Fig. 1: run 1, cells coloured by class
Scale bar: 20 µm. Fill, decap, tap and diode cells in grey.
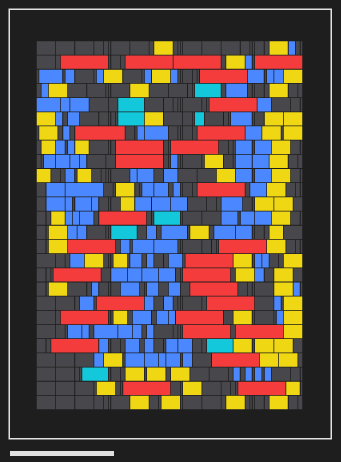
Fig. 2: run 1, cell density map
6 x 8 tiles, from white (low) to dark blue (high), 0 to 100% covered.
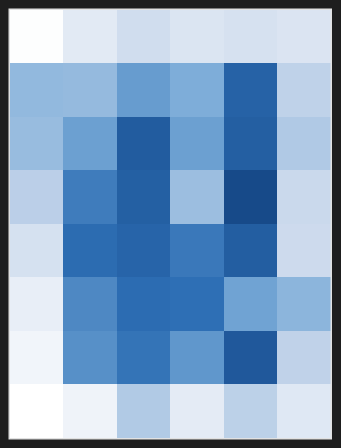
Fig. 3: run 1, nets reached from selected ports
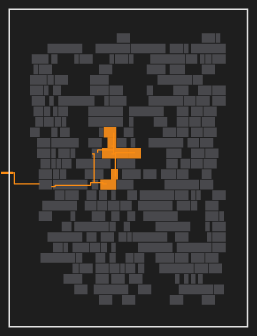
Fig. 4: run 1, M1 wires
Supply wires on this layer in grey.
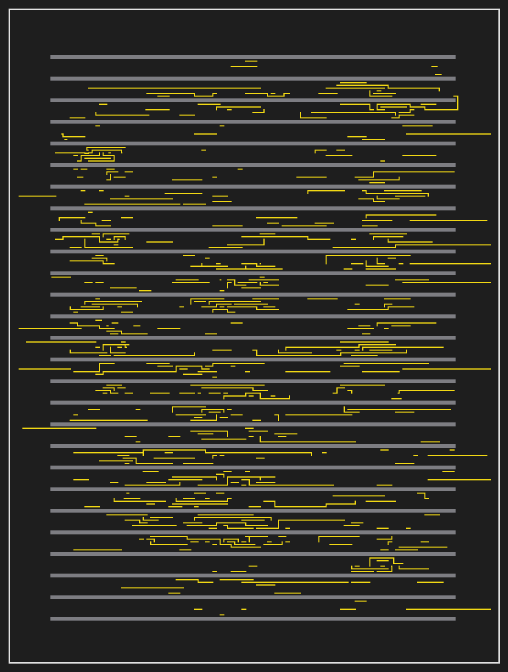
### src/rtl/l2_regs_gen.sv
// L2 control register block: status flags, flush set/way walker, request-buffer
// free counter with sticky error, and forward-stall channels released by retire events.
module l2_regs_gen #(
  parameter int unsigned N_REQS   = 4,
  parameter int unsigned SET_BITS = 8,
  parameter int unsigned WAY_BITS = 3,
  parameter int unsigned N_STALL  = 2,
  localparam int unsigned RB      = (N_REQS > 2) ? $clog2(N_REQS) : 1
) (
  input  logic                  clk,
  input  logic                  rst,

  input  logic [3:0]            flag_set,
  input  logic [3:0]            flag_clr,
  output logic [3:0]            flags,

  input  logic                  flush_start,
  input  logic                  flush_step,
  input  logic                  flush_abort,
  output logic [SET_BITS-1:0]   flush_set,
  output logic [WAY_BITS-1:0]   flush_way,
  output logic                  flush_busy,
  output logic                  flush_done,

  input  logic                  reqs_alloc,
  input  logic                  reqs_free,
  input  logic                  err_clr,
  output logic [RB:0]           reqs_cnt,
  output logic                  reqs_none_free,
  output logic                  reqs_all_free,
  output logic                  reqs_err,

  input  logic [N_STALL-1:0]    stall_set,
  input  logic [N_STALL-1:0]    stall_clr,
  input  logic [N_STALL-1:0]    stall_ended_clr,
  input  logic [RB-1:0]         stall_idx_wr,
  input  logic                  put_valid,
  input  logic [RB-1:0]         put_idx,
  input  logic                  put_atomic,
  input  logic [RB-1:0]         put_atomic_idx,
  output logic [N_STALL-1:0]    stall_active,
  output logic [N_STALL-1:0]    stall_ended,
  output logic [N_STALL*RB-1:0] stall_idx
);

  localparam logic [RB:0] ReqsMax = (RB+1)'(N_REQS);
  localparam logic [RB:0] CntOne  = (RB+1)'(1);

  // Flags: clear beats set.
  logic [3:0] flags_q, flags_d;

  assign flags_d = (flags_q | flag_set) & ~flag_clr;

  // Flush walker
  logic [SET_BITS-1:0] flush_set_q, flush_set_d;
  logic [WAY_BITS-1:0] flush_way_q, flush_way_d;
  logic                flush_busy_q, flush_busy_d;
  logic                flush_done_q, flush_done_d;

  always_comb begin
    flush_set_d  = flush_set_q;
    flush_way_d  = flush_way_q;
    flush_busy_d = flush_busy_q;
    flush_done_d = 1'b0;
    if (flush_abort) begin
      flush_set_d  = '0;
      flush_way_d  = '0;
      flush_busy_d = 1'b0;
    end else if (!flush_busy_q) begin
      if (flush_start) begin
        flush_set_d  = '0;
        flush_way_d  = '0;
        flush_busy_d = 1'b1;
      end
    end else if (flush_step) begin
      if (&flush_way_q) begin
        flush_way_d = '0;
        if (&flush_set_q) begin
          // Last (set, way) visited: return to idle and pulse done.
          flush_set_d  = '0;
          flush_busy_d = 1'b0;
          flush_done_d = 1'b1;
        end else begin
          flush_set_d = flush_set_q + SET_BITS'(1);
        end
      end else begin
        flush_way_d = flush_way_q + WAY_BITS'(1);
      end
    end
  end

  // Request-buffer free counter; illegal moves saturate and raise the sticky error.
  logic [RB:0] reqs_cnt_q, reqs_cnt_d;
  logic        reqs_err_q, reqs_err_d;

  always_comb begin
    reqs_cnt_d = reqs_cnt_q;
    reqs_err_d = reqs_err_q & ~err_clr;
    if (reqs_alloc && !reqs_free) begin
      if (reqs_cnt_q == '0) begin
        reqs_err_d = 1'b1;
      end else begin
        reqs_cnt_d = reqs_cnt_q - CntOne;
      end
    end else if (reqs_free && !reqs_alloc) begin
      if (reqs_cnt_q == ReqsMax) begin
        reqs_err_d = 1'b1;
      end else begin
        reqs_cnt_d = reqs_cnt_q + CntOne;
      end
    end
  end

  // Forward-stall channels
  logic [N_STALL-1:0]    stall_active_q, stall_active_d;
  logic [N_STALL-1:0]    stall_ended_q, stall_ended_d;
  logic [N_STALL*RB-1:0] stall_idx_q, stall_idx_d;
  logic [N_STALL-1:0]    stall_match;

  always_comb begin
    stall_match = '0;
    for (int c = 0; c < N_STALL; c++) begin
      stall_match[c] = put_valid & stall_active_q[c] &
                       ((put_idx == stall_idx_q[c*RB +: RB]) |
                        (put_atomic & (put_atomic_idx == stall_idx_q[c*RB +: RB])));
    end
  end

  always_comb begin
    stall_active_d = stall_active_q;
    stall_ended_d  = stall_ended_q;
    stall_idx_d    = stall_idx_q;
    for (int c = 0; c < N_STALL; c++) begin
      if (stall_set[c]) begin
        stall_active_d[c]         = 1'b1;
        stall_ended_d[c]          = 1'b0;
        stall_idx_d[c*RB +: RB]   = stall_idx_wr;
      end else if (stall_match[c]) begin
        stall_active_d[c] = 1'b0;
        stall_ended_d[c]  = 1'b1;
      end else begin
        if (stall_clr[c]) begin
          stall_active_d[c] = 1'b0;
        end
        if (stall_ended_clr[c]) begin
          stall_ended_d[c] = 1'b0;
        end
      end
    end
  end

  always_ff @(posedge clk or negedge rst) begin
    if (!rst) begin
      flags_q        <= '0;
      flush_set_q    <= '0;
      flush_way_q    <= '0;
      flush_busy_q   <= 1'b0;
      flush_done_q   <= 1'b0;
      reqs_cnt_q     <= ReqsMax;
      reqs_err_q     <= 1'b0;
      stall_active_q <= '0;
      stall_ended_q  <= '0;
      stall_idx_q    <= '0;
    end else begin
      flags_q        <= flags_d;
      flush_set_q    <= flush_set_d;
      flush_way_q    <= flush_way_d;
      flush_busy_q   <= flush_busy_d;
      flush_done_q   <= flush_done_d;
      reqs_cnt_q     <= reqs_cnt_d;
      reqs_err_q     <= reqs_err_d;
      stall_active_q <= stall_active_d;
      stall_ended_q  <= stall_ended_d;
      stall_idx_q    <= stall_idx_d;
    end
  end

  assign flags          = flags_q;
  assign flush_set      = flush_set_q;
  assign flush_way      = flush_way_q;
  assign flush_busy     = flush_busy_q;
  assign flush_done     = flush_done_q;
  assign reqs_cnt       = reqs_cnt_q;
  assign reqs_err       = reqs_err_q;
  assign reqs_none_free = (reqs_cnt_q == '0);
  assign reqs_all_free  = (reqs_cnt_q == ReqsMax);
  assign stall_active   = stall_active_q;
  assign stall_ended    = stall_ended_q;
  assign stall_idx      = stall_idx_q;

endmodule

### config.mk
export PLATFORM = sky130hd
export DESIGN_NAME = l2_regs_gen
export DESIGN_NICKNAME = d
export VERILOG_FILES = /design/src/rtl/l2_regs_gen.sv
export SDC_FILE = /design/constraint.sdc
export NUM_CORES = 1
export LEC_CHECK = 0
export ABC_CLOCK_PERIOD_IN_PS = 2140
export CAP_MARGIN = 30
export CORE_ASPECT_RATIO = 1.4
export CORE_MARGIN = 5
export CORE_UTILIZATION = 41
export CTS_BUF_LIST = sky130_fd_sc_hd__clkbuf_2 sky130_fd_sc_hd__clkbuf_4 sky130_fd_sc_hd__clkbuf_8
export CTS_CLUSTER_DIAMETER = 120
export DETAILED_ROUTE_END_ITERATION = 10
export HOLD_SLACK_MARGIN = 0.05
export PLACE_DENSITY = 0.76
export SLEW_MARGIN = 0
export SYNTH_ARGS = -nofsm -noshare
export SYNTH_HDL_FRONTEND = slang
export SYNTH_SLANG_ARGS = --single-unit
### constraint.sdc
create_clock -name clk -period 2.14 [get_ports clk]
set_input_delay 0.428 -clock clk [delete_from_list [all_inputs] [get_ports clk]]
set_output_delay 0.428 -clock clk [all_outputs]
set_load 0.05 [all_outputs]
==> metrics.yaml, run 1 <==
synth:
  mappedNetlistNets: 183
  synth_cell_types: 42
  compound_area_frac: 0.1546
  yosys_register_bits: 29
  async_reset_ff_frac: 1.000
  post_synth_mux_area_share: 0.03618
  synth.cellmix.simpleShare: 0.1628
  post_synth_main_logic_family: "simple AND/OR/NAND/NOR gates"
  largest_area_cell: "sky130_fd_sc_hd__dfrtp_1"
  synthDominantCellAreaShare: 0.4605
  synthesis.area_um2: 1521
  synth.cells.most_frequent: "28 x sky130_fd_sc_hd__dfrtp_1, 20 x sky130_fd_sc_hd__nor2_1, 11 x sky130_fd_sc_hd__inv_1"
  enable_flop_cells: 0
  yosysWarnings: 0
  ys_sh_adder: 0.05428
  main_area_contributors_after_synthesis: "sky130_fd_sc_hd__dfrtp_1 46%, sky130_fd_sc_hd__xnor2_1 5.2%, sky130_fd_sc_hd__nor2_1 4.9%"
  synth_area_per_cell_um2: 10.35
  yosys.stat.seqShare: 0.4778
sta:
  post_layout_period_usage: 0.9449
  max_clock_freq_mhz: 494.6
  finalHoldViolCount: 0
  whs_ns: 0.4942
  setup_repair_after_global_routing_missed_its_margin: "false"
  number_of_failing_setup_endpoints_in_the_final_timing_report: 0
  timing.max_slew.rel_slack: 0.6555
  drv_slew: 0
  finalCriticalPeriod_ns: 2.022
  postLayoutSetupSlackWorst_ns: 0.1180
cells_and_area:
  largest_class: "multi-input combinational cells"
  comb.multi_input.count: 103
  final.signal_inverter_count: 11
  comb_area_frac: 0.3208
  final_cells: 259
  final_net_count: 252
  portion_of_the_layout_cell_area_used_by_clock_cells: 0.04419
  logic_area_um2: 735.7
  layout.clock_buffers: 7
  layout.filler_cells: 297
  area.share.sequential: 0.3170
  n_diodes: 0
  layout-drive-gt1-share: 0.1382
  sequential_cell_total: 29
  non_clock_buffer_count: 66
  mostFrequentLayoutCells: "56 x sky130_fd_sc_hd__clkdlybuf4s50_1, 28 x sky130_fd_sc_hd__dfrtp_1, 20 x sky130_fd_sc_hd__nor2_1, 11 x sky130_fd_sc_hd__inv_1, 10 x sky130_fd_sc_hd__buf_4"
  bufAreaShareNonClock: 0.2771
floorplanning:
  die_h_um: 82.08
  chip_area_um2: 5047
  n_tap_cell: 42
hold_path:
  min_delay_path_depth: 2
  class_of_the_worst_hold_path: "reg2reg"
  whs_endpoint: "flags[3]$_DFF_PN0_"
  hold_path.startpoint: "flags[3]$_DFF_PN0_"
critical_path:
  crit_slowest_cell: "sky130_fd_sc_hd__clkdlybuf4s50_1"
  family_with_the_most_delay_on_the_worst_path: "buffers and inverters"
  critical_path_max_stage_delay_ns: 0.86
  crit_path_to: "reqs_cnt[0]"
  crit_required_ns: 1.71
  rr_endpoint: "flush_set[3]$_DFFE_PN0P_"
  timing.critical_path.cells: "clkdlybuf4s50_1"
  timing.critical_path.fanout_max: 6
  worst-path-stages: 1
  cp_endpoint_kind: "output port"
  critPathArrivalTime_ns: 1.59
  crit_type: "reg2out"
  crit_start: "reqs_cnt[0]$_DFFE_PN0P_"
  buf_inv_stages_crit_path: 1
detailed_routing:
  initial_drt_markers: 59
  met3RoutedLength_um: 334
  routedWlPerCell_um: 14.80
  highest_layer: "met4"
  wirelength_met1_um: 1458
  via_per_inst: 5.212
global_routing:
  grt_first_pass_wirelength_um: 6127
  grtUsageTotal: 0.1644
  top_usage_layer: "met2"
  grt_start_max_net_pins: 30
  antenna_violations_before_repair: 0
  grt_pass1_vias: 1460
pwr:
  p_int_mw: 1.205
  power_top_consumer: "combinational cells"
  p_clk_frac: 0.250
  power.clock.total_mw: 0.489
  power.density_nw_per_um2: 854.1
  power.switching_mw: 0.7543
  seq_power_share: 0.360
  totalPowerFinal_mw: 1.959
cts:
  worst_path_clk_slew_ns: 0.07
  holdBufCountCts: 0
  cts.root.buffer_cell: "sky130_fd_sc_hd__clkbuf_8"
  source_to_sink_clock_delay_at_the_later_pin_of_the_worst_skew_pair_ns: 0.28
  cts_buffers: 5
  cts-htree-levels: 2
  cts_tree: "yes"
  postCtsSetupBuffers: 0
  cts_resized: 0
place:
  placed_cells: 251
  dp_hpwl_um: 3010
  pre_cts_slack_ns: -0.1288
  placer_congestion_estimate: 0.6967
job:
  openroad.warnings: 27
  max_cap_violations: 0
outcome:
  outcome: "finished clean"
Back to the opening pictures, Fig. 1:
[blue] all other logic | cells: 114 | share of their area: 35%
[red] flip-flops | cells: 29 | share of their area: 32%
[cyan] clock drivers and dummy loads | cells: 8 | share of their area: 4.5%
[yellow] other buffers and delay cells | cells: 66 | share of their area: 28%
area of the core: 3611 µm²
placement row count: 26
Final Util: 0.6351
final instance area: 2293 µm²

Back to the opening pictures, Fig. 2:
densest ninth of the die: middle
tiles over 75% full: 21%
emptiest ninth of the die: bottom left
Initial Util: 0.4213

Back to the opening pictures, Fig. 3:
[orange] flush_step | bits: 1 | direction: input | end cells: 7 | buffers: 2 | wire: 56.4 µm
Top-Level Pins: 61
number of buffers added on ports: 60

Back to the opening pictures, Fig. 4:
nets with wire on the layer: 214
share of all routed wire: 38%
main direction: horizontal
longest straight run: 21.6 µm
wire length on this layer: 1460 µm
met1 layer usage reported by global route: 0.1650
detailed-route via count: 1350
final wirelength: 3833 µm

## Run 2: what changed since run 1
--- a/config.mk
+++ b/config.mk
@@ -15,6 +15,7 @@
 export DETAILED_ROUTE_END_ITERATION = 10
 export HOLD_SLACK_MARGIN = 0.05
 export PLACE_DENSITY = 0.76
+export REMOVE_ABC_BUFFERS = 1
 export SLEW_MARGIN = 0
 export SYNTH_ARGS = -nofsm -noshare
 export SYNTH_HDL_FRONTEND = slang
Fig. 5: run 2, M1 wires
Supply wires on this layer in grey.
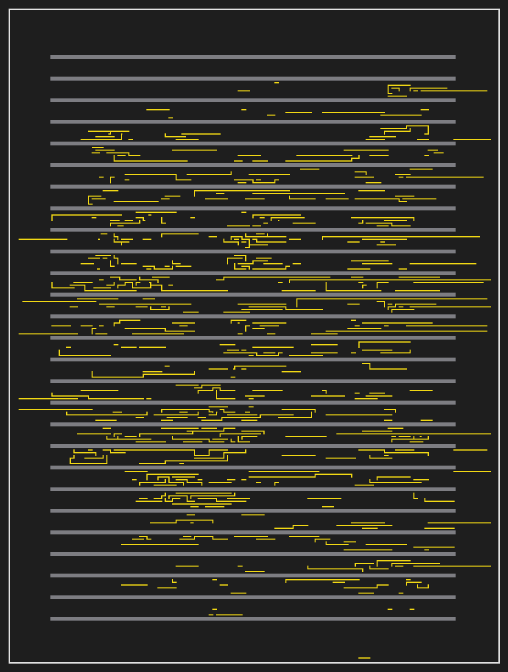
longest straight run: 25.3 µm
share of all routed wire: 39%
nets with wire on the layer: 218
wire length on this layer: 1530 µm
detailed-route via count: 1370
final wirelength: 3871 µm

Fig. 6: run 2, nets reached from selected ports
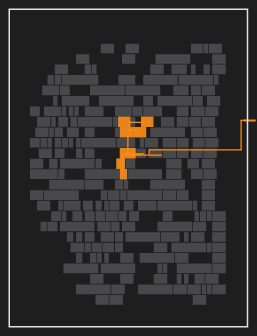
[orange] flush_step | bits: 1 | direction: input | end cells: 7 | buffers: 2 | wire: 70.0 µm

==> metrics.yaml, run 2 <==
cts:
  worst_path_clk_slew_ns: 0.06
  source_to_sink_clock_delay_at_the_later_pin_of_the_worst_skew_pair_ns: 0.28
  cts_resized: 0
  cts_buffers: 5
  cts-htree-levels: 2
  postCtsSetupBuffers: 0
  cts_tree: "yes"
  holdBufCountCts: 0
global_routing:
  grt_pass1_vias: 1437
  antenna_violations_before_repair: 0
  grt_start_max_net_pins: 30
  groute.layer.met1.usage: 0.1755
  grtUsageTotal: 0.1690
  top_usage_layer: "met2"
cells_and_area:
  logic_area_um2: 725.7
  final_cells: 259
  mostFrequentLayoutCells: "56 x sky130_fd_sc_hd__clkdlybuf4s50_1, 28 x sky130_fd_sc_hd__dfrtp_1, 20 x sky130_fd_sc_hd__nor2_1, 11 x sky130_fd_sc_hd__inv_1"
  comb.multi_input.count: 103
  portion_of_the_layout_cell_area_used_by_clock_cells: 0.03785
  bufAreaShareNonClock: 0.2841
  non_clock_buffer_count: 66
  final_net_count: 252
  final.signal_inverter_count: 11
  layout-drive-gt1-share: 0.1290
  n_diodes: 0
  comb_area_frac: 0.3182
  layout.clock_buffers: 6
synth:
  synth_area_per_cell_um2: 10.35
  post_synth_main_logic_family: "simple AND/OR/NAND/NOR gates"
  compound_area_frac: 0.1546
  synthesis.area_um2: 1521
  enable_flop_cells: 0
  synth.cellmix.simpleShare: 0.1628
  yosys.stat.seqShare: 0.4778
  synthDominantCellAreaShare: 0.4605
  yosys_register_bits: 29
  yosysWarnings: 0
  post_synth_mux_area_share: 0.03618
  synth_cell_types: 42
  synth.cells.most_frequent: "28 x sky130_fd_sc_hd__dfrtp_1, 20 x sky130_fd_sc_hd__nor2_1, 11 x sky130_fd_sc_hd__inv_1"
floorplanning:
  die_h_um: 82.08
  design.portCount: 61
  chip_area_um2: 5047
  placementRows: 26
  floorplan.core_area_um2: 3611
  n_tap_cell: 42
hold_path:
  hold_path.startpoint: "flags[2]$_DFF_PN0_"
  whs_endpoint: "flags[2]$_DFF_PN0_"
  min_delay_path_depth: 2
pwr:
  power.switching_mw: 0.7524
  power.density_nw_per_um2: 843.2
  power_top_consumer: "combinational cells"
  p_clk_frac: 0.225
  totalPowerFinal_mw: 1.923
  seq_power_share: 0.364
sta:
  setup_repair_after_global_routing_missed_its_margin: "false"
  postLayoutSetupSlackWorst_ns: 0.1193
  number_of_failing_setup_endpoints_in_the_final_timing_report: 0
  post_layout_period_usage: 0.9442
  finalHoldViolCount: 0
  max_clock_freq_mhz: 494.9
  finalCriticalPeriod_ns: 2.021
  whs_ns: 0.4944
critical_path:
  crit_path_to: "reqs_cnt[2]$_DFFE_PN1P_"
  buf_inv_stages_crit_path: 2
  worst-path-stages: 7
  critical_path_max_stage_delay_ns: 0.49
  cp_endpoint_kind: "flip-flop"
  timing.critical_path.fanout_max: 3
  rr_endpoint: "flush_set[3]$_DFFE_PN0P_"
  critPathArrivalTime_ns: 2.24
  family_with_the_most_delay_on_the_worst_path: "adder cells"
  crit_slowest_cell: "sky130_fd_sc_hd__clkdlybuf4s50_1"
  crit_required_ns: 2.36
detailed_routing:
  initial_drt_markers: 62
  highest_layer: "met4"
  routedWlPerCell_um: 14.95
outcome:
  outcome: "finished clean"
place:
  port_buffers: 60
  placer_congestion_estimate: 0.8150
  pre_cts_slack_ns: -0.1710
  placed_cells: 251
job:
  openroad.warnings: 26
  max_cap_violations: 0
Fig. 7: run 2, cells coloured by class
Scale bar: 20 µm. Fill, decap, tap and diode cells in grey.
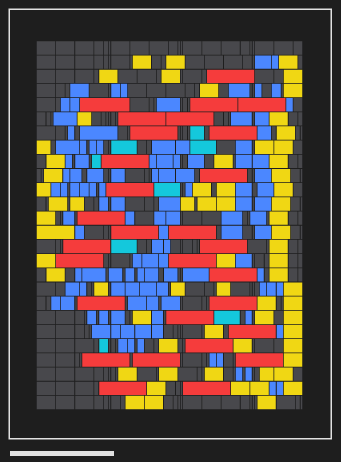
[blue] all other logic | cells: 114 | share of their area: 34%
[cyan] clock drivers and dummy loads | cells: 8 | share of their area: 3.9%
[yellow] other buffers and delay cells | cells: 66 | share of their area: 29%
[red] flip-flops | cells: 29 | share of their area: 33%
Final Util: 0.6317
final instance area: 2281 µm²

Power figures rest on the tool's default switching activity, not on a simulated workload.
